Sequential cells grouped by signal name:
Drawn at 6 px/um. Other sequential cells in the stronger gray, the rest of the logic in the fainter gray.
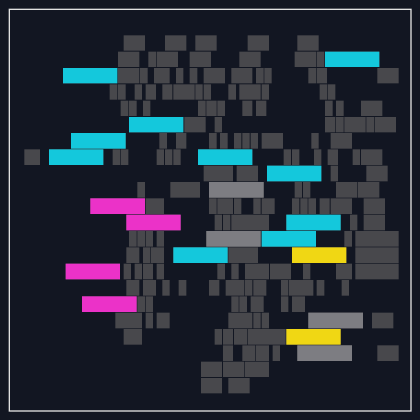
Placed standard cells:
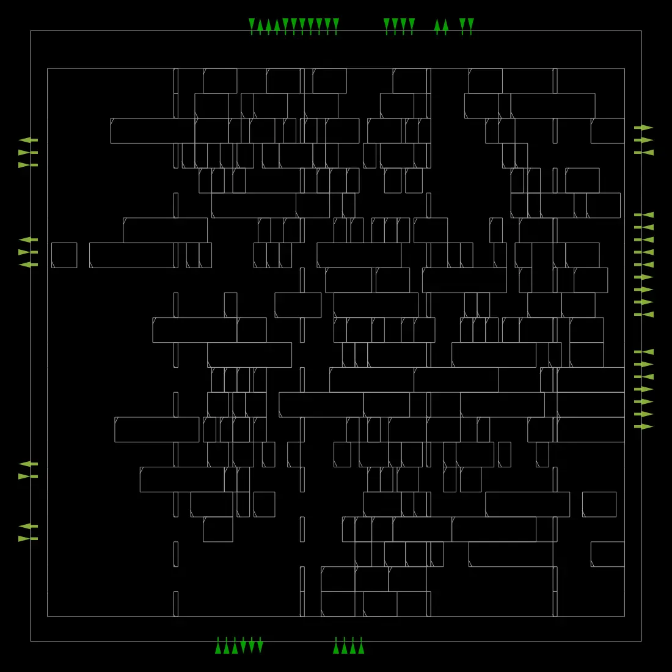
==> config.mk <==
export PLATFORM = sky130hd
export DESIGN_NAME = r_lut_arbiter
export DESIGN_NICKNAME = d
export VERILOG_FILES = /design/src/rtl/lut_arb_pkg.sv /design/src/rtl/lut_rr_pick.sv /design/src/rtl/r_lut_arbiter.sv
export SDC_FILE = /design/constraint.sdc
export NUM_CORES = 1
export LEC_CHECK = 0
export ABC_AREA = 1
export CAP_MARGIN = 20
export CORE_MARGIN = 1.5
export CORE_UTILIZATION = 30
export CTS_BUF_LIST = sky130_fd_sc_hd__clkbuf_8
export DETAILED_ROUTE_END_ITERATION = 7
export PLACE_DENSITY_LB_ADDON = 0.25
export SKIP_LAST_GASP = 1
export SLEW_MARGIN = 20
export SYNTH_ARGS = -nofsm -noshare
export SYNTH_HDL_FRONTEND = slang
export SYNTH_HIERARCHICAL = 1
export SYNTH_SLANG_ARGS = --single-unit
==> constraint.sdc <==
create_clock -name clk -period 3.9 [get_ports clk]
set_input_delay 1.17 -clock clk [delete_from_list [all_inputs] [get_ports clk]]
set_output_delay 1.17 -clock clk [all_outputs]
set_load 0.1 [all_outputs]
==> src/rtl/lut_arb_pkg.sv <==
// Shared constants and sizing helper for the R-channel LUT arbiter.
package lut_arb_pkg;
   localparam int LUT_ADDR_WIDTH = 10;
   localparam int LUT_DATA_WIDTH = 8;
   localparam int ROM_LAT_NOREG  = 1;
   localparam int ROM_LAT_REG    = 2;

   // Index/counter width; never narrower than one bit.
   function automatic int idx_w(input int n);
      return (n <= 2) ? 1 : $clog2(n);
   endfunction
endpackage

==> src/rtl/lut_rr_pick.sv <==
// Combinational round-robin picker: first set request scanning ptr, ptr+1, ... mod N.
module lut_rr_pick import lut_arb_pkg::*; #(
   parameter int N  = 2,
   parameter int IW = idx_w(N)
) (
   input  logic [N-1:0]  req_i,
   input  logic [IW-1:0] ptr_i,
   output logic [N-1:0]  gnt_o,
   output logic [IW-1:0] idx_o
);
   logic [IW-1:0] j;

   // Scan from the farthest slot back to ptr so the closest hit wins.
   always_comb begin
      gnt_o = '0;
      idx_o = '0;
      j     = '0;
      for (int k = N-1; k >= 0; k--) begin
         j = IW'((int'(ptr_i) + k) % N);
         if (req_i[j]) begin
            gnt_o    = '0;
            gnt_o[j] = 1'b1;
            idx_o    = j;
         end
      end
   end
endmodule

==> src/rtl/r_lut_arbiter.sv <==
// Round-robin arbiter with burst locking in front of the single-port R LUT ROM;
// read data is tagged back to its requester through a shift pipe matching ROM latency.
module r_lut_arbiter import lut_arb_pkg::*; #(
   parameter int N_REQ      = 2,
   parameter int ADDR_WIDTH = LUT_ADDR_WIDTH,
   parameter int DATA_WIDTH = LUT_DATA_WIDTH,
   parameter int ROM_LAT    = ROM_LAT_NOREG,
   parameter int LOCK_MAX   = 16
) (
   input  logic                        clk,
   input  logic                        rst_n,
   input  logic                        arb_en,
   input  logic [N_REQ-1:0]            req_valid,
   input  logic [N_REQ-1:0]            req_lock,
   input  logic [N_REQ*ADDR_WIDTH-1:0] req_addr,
   output logic [N_REQ-1:0]            req_ready,
   output logic [N_REQ-1:0]            rsp_valid,
   output logic [DATA_WIDTH-1:0]       rsp_data,
   output logic [ADDR_WIDTH-1:0]       rom_addr,
   output logic                        rom_rst,
   input  logic [DATA_WIDTH-1:0]       rom_rd_data
);
   localparam int IW = idx_w(N_REQ);
   localparam int BW = idx_w(LOCK_MAX);
   localparam logic [BW-1:0] BURST_TOP = BW'(LOCK_MAX - 1);

   logic [IW-1:0]              ptr_q, ptr_d, owner_q, owner_d, gnt_idx, pick_idx;
   logic [BW-1:0]              burst_q, burst_d;
   logic [ADDR_WIDTH-1:0]      addr_q, addr_d;
   logic [N_REQ-1:0]           gnt, pick_gnt, owner_oh;
   logic [ROM_LAT:0][N_REQ-1:0] tag_q;
   logic                       others, hold, xfer;

   lut_rr_pick #(.N(N_REQ), .IW(IW)) u_pick (
      .req_i (req_valid),
      .ptr_i (ptr_q),
      .gnt_o (pick_gnt),
      .idx_o (pick_idx)
   );

   assign owner_oh = N_REQ'(1) << owner_q;
   assign others   = |(req_valid & ~owner_oh);
   // The lock survives only until the burst cap is hit while someone else waits.
   assign hold     = req_valid[owner_q] & req_lock[owner_q] & ((burst_q < BURST_TOP) | ~others);

   always_comb begin
      gnt     = '0;
      gnt_idx = '0;
      if (rst_n && arb_en) begin
         if (hold) begin
            gnt     = owner_oh;
            gnt_idx = owner_q;
         end else begin
            gnt     = pick_gnt;
            gnt_idx = pick_idx;
         end
      end
   end

   assign xfer = |gnt;

   always_comb begin
      ptr_d   = ptr_q;
      owner_d = owner_q;
      burst_d = burst_q;
      addr_d  = addr_q;
      if (xfer) begin
         addr_d  = req_addr[gnt_idx*ADDR_WIDTH +: ADDR_WIDTH];
         ptr_d   = (gnt_idx == IW'(N_REQ - 1)) ? '0 : gnt_idx + 1'b1;
         burst_d = (gnt_idx != owner_q)  ? '0 :
                   (burst_q == BURST_TOP) ? burst_q : burst_q + 1'b1;
         owner_d = gnt_idx;
      end
   end

   always_ff @(posedge clk or negedge rst_n) begin
      if (!rst_n) begin
         ptr_q   <= '0;
         owner_q <= '0;
         burst_q <= '0;
         addr_q  <= '0;
         tag_q   <= '0;
      end else begin
         ptr_q   <= ptr_d;
         owner_q <= owner_d;
         burst_q <= burst_d;
         addr_q  <= addr_d;
         tag_q   <= {tag_q[ROM_LAT-1:0], gnt};
      end
   end

   assign req_ready = gnt;
   assign rsp_valid = tag_q[ROM_LAT];
   assign rsp_data  = rom_rd_data;
   assign rom_addr  = addr_q;
   assign rom_rst   = ~rst_n;
endmodule
==> results.cfg <==
; physical design summary
[synthesis]
top_cells_by_count = nand2_1, inv_1, dfrtp_1
yosysMostFrequentCell = nand2_1
yosys_warnings = 6
ff_type = dfrtp_1
top_cells_by_area = dfrtp_1, nand2_1, buf_4, inv_1, nand4_1
syn_nets = 193
async_flop_share_pct = 100.0
ys_ff = 20
yosysUniqueCellTypes = 20
yosys.stat.seqShare_pct = 41.11
yosys.area_share.aoi_pct = 6.372

[clock_network]
cts_hold_buf = 0
clk_latency_ns = 0.25
cts_buffers = 3
path_clk_slew_ns = 0.07
cts-resized-gates = 0

[worst_setup_path]
startpoint_type = input port
worstReg2RegEnd = rom_addr[3]
critPathCaptureType = output pin
cp.arrival_ns = 2.58
crit_required_ns = 2.73
reg2reg_depth = 12
cp_max_fo = 4

[floorplan]
dieArea_um2 = 4449
rows = 22
die_width_um = 66.70
core_um2 = 3771

[layout]
nets = 225
comb_share_pct = 31.10
largest_class = logic gates
largest_register_ffs = 10
clock_area_share_pct = 2.515
inverters_excl_clock = 23
layout_top_cell = nand2_1
logic_area_um2 = 510.5
syn_to_final_growth_pct = 34.84

[power]
power_top_consumer = combinational logic
ir_drop_v = 0.0004301
p_total_mw = 1.277
power.leakage_nw = 0.8528
pg_comb_mw = 0.801
switchingPower_mw = 0.7264

[place]
gp_congestion = 0.7205
hpwl_mm = 2.099

[grt]
grt_pass1_wl_mm = 4.388
track_usage_pct = 12.92
grt.overflow.total = 0
grt_max_degree = 24
grt.busiest_layer = met2
antenna_found_initial = 0
grt_pass1_vias = 1006
met2_usage_pct = 24.25

[final_timing]
setup_tns_ns = 0
min_period_over_period_pct = 96.19
worst_pin_slew_ns = 1.000
setup_viol = 0
min_period_ns = 3.752
rsz0062_at_grt = no
skew_ns = 0.004027
slew_headroom_pct = 33.12
whs_ns = 0.3579
slew_viol_final = 0

[worst_hold_path]
whs_endpoint = rsp_valid[1]
min_from = tag_q[1]

[outcome]
outcome = complete, no violations

[routing]
via_per_inst = 4.374
wl_met1_mm = 1.085
drc = 0

[run]
max-cap-violations = 0
tool_warnings = 26
Back to the opening pictures, 'sequential cells grouped by signal name':
[yellow] tag_q | sequential cells: 2
[magenta] burst_q | sequential cells: 4 | where: left middle
[cyan] rom_addr | sequential cells: 10
not colored: 4
final core occ: 43.53%
Flop area: 500.5 um2
Sequential Power: 0.343 mW
Seq/total area: 30.49%

Back to the opening pictures, 'placed standard cells':
fillers: 393
# Taps: 48

Power figures rest on the tool's default switching activity, not on a simulated workload.
